==> config.mk <==
export PLATFORM = sky130hd
export DESIGN_NAME = divider_ctrl
export DESIGN_NICKNAME = d
export VERILOG_FILES = /design/src/rtl/divider_ctrl_pkg.sv /design/src/rtl/div_iter_counter.sv /design/src/rtl/divider_ctrl.sv
export SDC_FILE = /design/constraint.sdc
export NUM_CORES = 1
export LEC_CHECK = 0
export CAP_MARGIN = 40
export CORE_MARGIN = 1
export CORE_UTILIZATION = 37
export DETAILED_ROUTE_END_ITERATION = 10
export GPL_TIMING_DRIVEN = 0
export PLACE_DENSITY = 0.7
export REMOVE_ABC_BUFFERS = 1
export SETUP_SLACK_MARGIN = 0.2
export SYNTH_ARGS = -nofsm -noshare
export SYNTH_HDL_FRONTEND = slang
export SYNTH_SLANG_ARGS = --single-unit
==> constraint.sdc <==
create_clock -name clk -period 1.15 [get_ports clk]
set_clock_uncertainty 0.05 [all_clocks]
set_input_delay 0.23 -clock clk [delete_from_list [all_inputs] [get_ports clk]]
set_output_delay 0.23 -clock clk [all_outputs]
set_load 0.03 [all_outputs]
Run 1, metal 1:
Scale: 12 px per um. Supply wires on this layer in gray. Cells faint in the background.
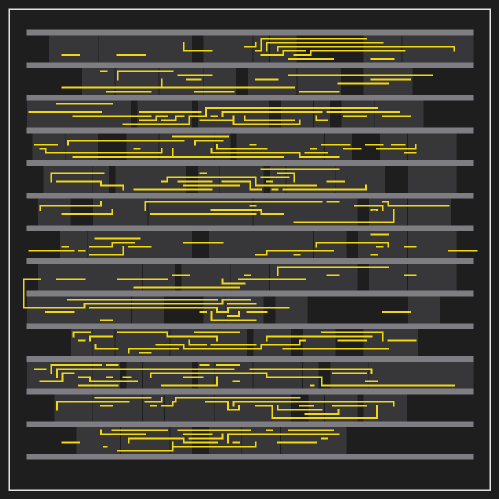
- longest straight run: 19.3 um
- main direction: horizontal
- share of all routed wire: 43%
Routed WL: 1940 um
via count: 595

Run 1, cell placement:
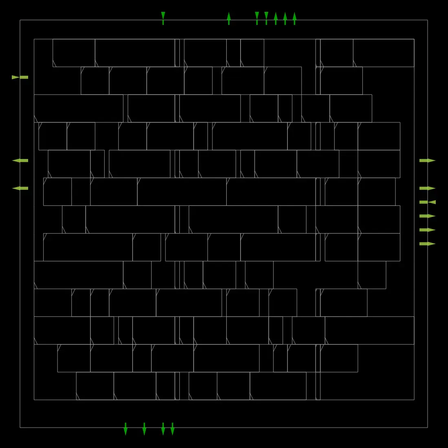
FF+latch count: 8
flop share of the area: 18.2%
Core Region: 1320 um^2
Finished Layout Cells: 110

Run 1, I/O nets highlighted:
Scale: 10 px per um.
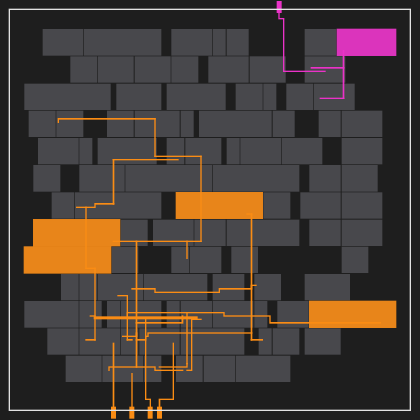
- orange: iter_cnt (bits 4; direction output; edge bottom; end cells 4; buffers 4; wire 219 um)
- magenta: q_shl_en (bits 1; direction output; edge top; end cells 1; buffers 1; wire 20.8 um)
Ports: 20
Port Buffer Count: 19

Run 1, cell density map:
Scale: 10 px per um. 8 x 8 tiles, from dark blue (low) to red (high), 0 to 100% covered.
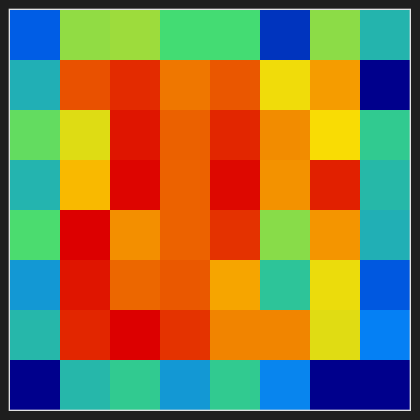
- emptiest ninth of the die: lower right
- fullest tile: 100%
- nearly empty tiles: 6.2%
Final Util: 78.4%
starting density of the core: 40.5%

==> reports/results.tsv, run 1 <==
metric	value	unit
number of setup violations in the final report	16	
Post-synth area hogs	dfxtp_1, a21oi_1, ha_1	
detailed-route wire length per cell	17.6	um
largest power group	combinational logic	
Hold Crit Depth	2	
setup TNS	-3690	ps
Detail Route Antenna Nets	0	
Total Nets Final	104	
number of global-route vias before repair	529	
Fillers	80	
yosys stat area	533	um^2
yosys warning tally	0	
sequential power share	28.3	%
Flop area	188	um^2
H-tree levels	1	
Post-synth seq share	30.0	%
die area	1600	um^2
DRC violations left	0	
GRT Total Usage	24.8	%
main logic family after synthesis	simple AND/OR/NAND/NOR gates	
gr ovfl total	0	
Flops after synth	8	
final tally of hold violations	0	
Synth cell types	30	
CP Class	flip-flop to output pin	
routed vias/inst	5.41	
first-pass detailed-route iteration total	4	
final hold slack	491	ps
HP Class	flip-flop to flip-flop	
Reg2Reg Depth	5	
Area leader share	30.0	%
Detailed Route Iter0 Violations	19	
Max Transition Viols Final	0	
Die Width	40.0	um
Crit. End Element	output pin	
maximum VDD drop	1.01	mV
DP Area	704	um^2
CTS tree	done	
failing checks	negative setup slack	
Max Cap Violations	0	
Num CTS Buffers	3	
combinational power share	53.1	%
clock network fraction of total power	18.7	%
Sw Pwr	0.000450	W
first-pass GRT wire length	2500	um
crit path time final	1490	ps
logic area	429	um^2
setup ws final	-342	ps
maximum clock path buffer count	2	
initial antenna violation count	0	
Worst Path Max Fanout	4	
final period utilization	130	%
Sink Count	8	
outcome	finished with violations	
Mean Syn Cell Area	8.74	um^2
Final Cell Area	1030	um^2
and+or+nand+nor area frac	32.6	%
Reg clk slew, reported paths	60	ps
RSZ-0062 raised after global routing	yes	
area delta synth->final	93.9	%
WP data arrival	1210	ps
largest net degree at the start of global routing	8	
sw frac	37.9	%
# Cells Yosys	61	
Clk. pwr	0.000222	W
crit path launch type	flip-flop	
Worst-Margin Slew	304	ps
Commonest Layout Cell	buf_6	
Complex Gates by Area	19.7	%
Power Density	1150	nW/um^2
dominant cell type by area after synthesis	dfxtp_1	
dpl ws	-780	ps
clock root buffer	clkbuf_4	
combinational power	0.000632	W
number of cell rows	13	
xor+xnor area frac	1.64	%
relative slew slack	79.5	%
Synth Area in Adders	4.69	%
Sequential Power	0.000336	W
Max Clock Freq	670	MHz
Pint	0.000739	W
required time worst endpoint	870	ps
Synth Instances	61	
chip height	40.0	um
Largest register FFs	4	
diode count	0	
Clock Latency Late Sink	260	ps
share of cells above drive strength 1	72.6	%
estimated wirelength of the detail-placed design	807	um
most frequent cells in the layout	buf_6, buf_4, dfxtp_4	
GPL Wtd Cong	0.734	
tool warning count	28	
Post-synth mux share	0	%
Leak	0.469	nW
Post-Syn Area	533	um^2
Reg2Reg Setup Slack	-240	ps
==> run 1: repair_timing <==
item	in CTS	in global routing
setup endpoints to repair	23	22
resized	144	15
hold buffers	0	0
buffers inserted	15	1
pin swaps	9	6
==> run 1: stage by stage <==
| step | instances | utilization, % | power, W |
|---|---|---|---|
| 2_1_floorplan | 57 | - | 0.000562 |
| 3_3_place_gp | 91 | 53.5 | 0.000699 |
| 3_5_place_dp | 91 | 53.5 | 0.000700 |
| 4_1_cts | 109 | 74.0 | 0.00114 |
| 5_1_grt | 110 | 78.4 | 0.00124 |
| 6_report | 110 | 78.4 | 0.00119 |
==> run 1: worst max-delay path, cell delays in order (launching register included) <==
cell and delay, ps:
dfxtp_4 360, buf_12 130, nand3b_4 80, nor2_4 40
or2_4 220, buf_6 130
==> run 1: synthesized netlist by cell type <==
master    number
a21oi_1        5
o21ai_0        4
inv_1          6
a22o_2         1
nand4b_1       1
a41oi_1        1
and3b_1        1
nand3_1        4
a211oi_1       1
or2_2          2
nand3b_1       1
a211oi_2       1
nand2_1        2
nand4b_4       1
buf_4          2
nor3b_1        2
ha_1           2
and3b_2        1
nor3_1         2
nand2b_1       1
buf_6          2
and2_1         1
or3_1          1
a221oi_2       1
nand3b_2       1
and2b_2        1
o22ai_1        1
dfxtp_1        8
xnor2_1        1
nor2_1         3
==> run 1: metal layers <==
layer | track usage, % | vias to the layer above | part of all wire [%]
met5 | 0 | - | 0
met4 | 10.3 | 0 | 1.4
met3 | 3.33 | 4 | 2.9
met2 | 45.6 | 18 | 52
met1 | 28.2 | 282 | 43
li1 | - | 291 | -
==> run 1: final cells by class <==
class	count	share of cell area, %
tap	15	1.82
sequential	8	18.2
clock buffer	3	2.18
inverter	6	2.18
timing repair buffer	35	34.1
multi-input combinational	43	41.5
==> run 1 -> run 2 <==
- REMOVE_ABC_BUFFERS: 1 -> default
Run 2, cell placement:
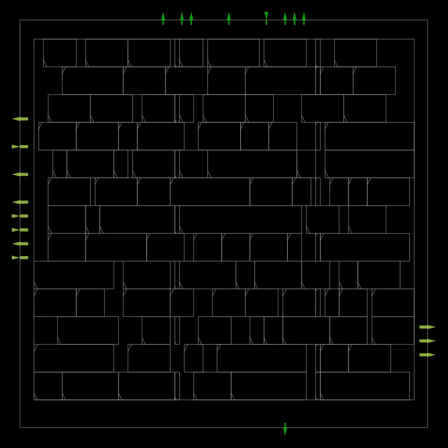
Fillers: 77
flop share of the area: 16.3%
# Taps: 15
number of cell rows: 13

==> run 2 against run 1 <==
Against the previous run: synthesized cell count unchanged; final cell count up 3.6%; largest cell class unchanged; power rose by 12%; wire length is 5.8% higher; via count rose by 7.6%; non-clock buffer count grew 4; combinational power grew 25%; the run still ends with negative setup slack left; final area increased by 8.7%.
==> reports/results.tsv, run 2 <==
metric	value	unit	change
outcome	finished with violations		
failing checks	negative setup slack		
dpl ws	-817	ps	-37.0 ps
Reg2Reg Setup Slack	-210	ps	+30 ps
# Cells Yosys	61		unchanged
area delta synth->final	111	%	
and+or+nand+nor area frac	32.6	%	unchanged
routed vias/inst	5.61		+3.8%
required time worst endpoint	870	ps	about the same
GPL Wtd Cong	0.673		-8.3%
RSZ-0062 raised after global routing	yes		
yosys stat area	533	um^2	unchanged
Power Density	1190	nW/um^2	+3.4%
Sink Count	8		unchanged
setup TNS	-4570	ps	-882 ps
Post-synth mux share	0	%	unchanged
relative slew slack	81.6	%	+2.0 points
CP peak stage delay	380	ps	+20 ps
ys flop type	dfxtp_1		
Clock Latency Late Sink	260	ps	about the same
EDFF count, synth	0		unchanged
number of setup violations in the final report	18		+2
Synth Area in Adders	4.69	%	unchanged
Flops after synth	8		unchanged
Max Cap Violations	0		unchanged
final tally of hold violations	0		unchanged
Die Width	40.0	um	unchanged
first-pass detailed-route iteration total	4		unchanged
Area leader share	30.0	%	unchanged
maximum VDD drop	1.19	mV	+18%
Worst-Margin Slew	276	ps	-28.4 ps
Commonest Layout Cell	buf_6		
main logic family after synthesis	simple AND/OR/NAND/NOR gates		
CTS tree	done		
share of cells above drive strength 1	76.8	%	+4.1 points
Mean Syn Cell Area	8.74	um^2	unchanged
largest net degree at the start of global routing	9		+1
yosys warning tally	0		unchanged
tool warning count	30		+7.1%
crit path launch type	flip-flop		
Max Clock Freq	635	MHz	-5.3%
Post-synth seq share	30.0	%	unchanged
maximum clock path buffer count	2		unchanged
Post-Syn Area	533	um^2	unchanged
CP Class	flip-flop to output pin		
Largest register FFs	4		unchanged
H-tree levels	1		unchanged
chip height	40.0	um	unchanged
count leader, synth	dfxtp_1		
diode count	0		unchanged
Crit. End Element	output pin		
gr ovfl total	0		unchanged
Worst Path Max Fanout	5		+1
share of flip-flops with an asynchronous set or reset	0	%	unchanged
Reg2Reg Depth	5		unchanged
Hold-fix buffers, CTS	0		unchanged
Post-synth area hogs	dfxtp_1, a21oi_1, ha_1		
clock root buffer	clkbuf_4		
xor+xnor area frac	1.64	%	unchanged
Max Transition Viols Final	0		unchanged
first-pass GRT wire length	2390	um	-4.4%
Routed WL	2050	um	+5.8%
detailed-route wire length per cell	18.0	um	+2.1%
Worst path slowest cell	dfxtp_4		
estimated wirelength of the detail-placed design	902	um	+12%
final period utilization	137	%	+7.3 points
crit path time final	1580	ps	+84.0 ps
Detailed Route Iter0 Violations	19		unchanged
Synth Instances	61		unchanged
dominant cell type by area after synthesis	dfxtp_1		
most frequent cells in the layout	buf_6, buf_4, dfxtp_4		
Hold Crit Depth	2		unchanged
via count	640		+7.6%
setup ws final	-426	ps	-84.0 ps
Port Buffer Count	19		unchanged
initial antenna violation count	0		unchanged
die area	1600	um^2	unchanged
HP Class	flip-flop to flip-flop		
number of global-route vias before repair	532		+0.57%
GRT Total Usage	23.5	%	-1.3 points
starting density of the core	40.5	%	unchanged
Ports	20		unchanged
top post-synthesis cells by count	dfxtp_1, inv_1, a21oi_1, nand3_1, o21ai_0		
Critical Path, Cell by Cell	buf_8, buf_4, nand4b_1, nand2b_4, buf_6		
Num CTS Buffers	3		unchanged
DRC violations left	0		unchanged
Complex Gates by Area	19.7	%	unchanged
Run 2, I/O nets highlighted:
Scale: 10 px per um.
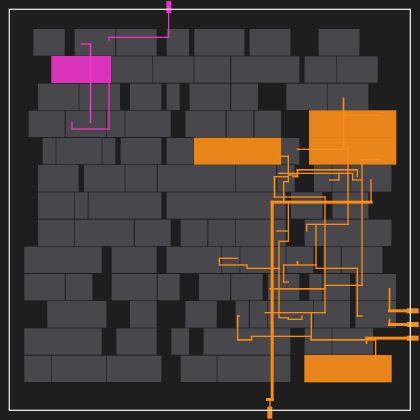

[run 2: cell counts after synthesis]
No cell type changed its count.
[run 2: cell families after synthesis]
family          count (synthesis)
compound gates                 15
flops                           8
buf+inv                        10
xor+xnor                        1
simple gates                   25
fa+ha+maj                       2
[run 2: per-stage QoR]
step	instances	area, um^2	hold slack, ps	utilization, %	power, W
final	114	1120	480	85.3	0.00134
after global routing	114	1120	488	85.3	0.00140
after CTS	105	981	477	74.5	0.00119
after detailed placement	95	813	451	61.7	0.000809
after global placement	95	813	449	61.7	0.000808
after floorplan	61	604	239	-	0.000666
[run 2: report_power, final]
| part | switching (W) | total, W | internal [W] |
|---|---|---|---|
| registers | 0.0000254 | 0.000320 | 0.000294 |
| logic | 0.000366 | 0.000793 | 0.000427 |
| clock network | 0.000104 | 0.000224 | 0.000120 |
| total | 0.000495 | 0.00134 | 0.000842 |
[run 2: timing repair]
action	in CTS	in global routing
gates resized	121	19
endpoints found under the setup margin	23	23
pin swaps	10	5
setup buffers	5	9
cloned	2	0
[run 2: worst max-delay path: cells and delay by family, from the launching register on]
family	cells	cell delay [ps]
and+or+nand+nor	2	290
buffers and inverters	3	370
DFF	1	380
[run 2: per-layer routing]
layer | global-route usage [%] | part of all wire, % | vias to the layer above
met5 | 0 | 0 | -
met4 | 10.3 | 4.5 | 0
met3 | 6.67 | 4.1 | 10
met2 | 40.7 | 52 | 23
met1 | 26.5 | 39 | 309
li1 | - | - | 298
[run 2: cell type report]
class / count / area, um^2 / share of cell area, %
Tap cell: 15 / 18.8 / 1.67
Multi-Input combinational cell: 43 / 454 / 40.4
Sequential cell: 8 / 183 / 16.3
Clock buffer: 3 / 22.5 / 2.00
Inverter: 6 / 25.0 / 2.23
Timing Repair Buffer: 35 / 368 / 32.7
Buffer: 4 / 52.6 / 4.68
Power is estimated from default activity; no workload was simulated.
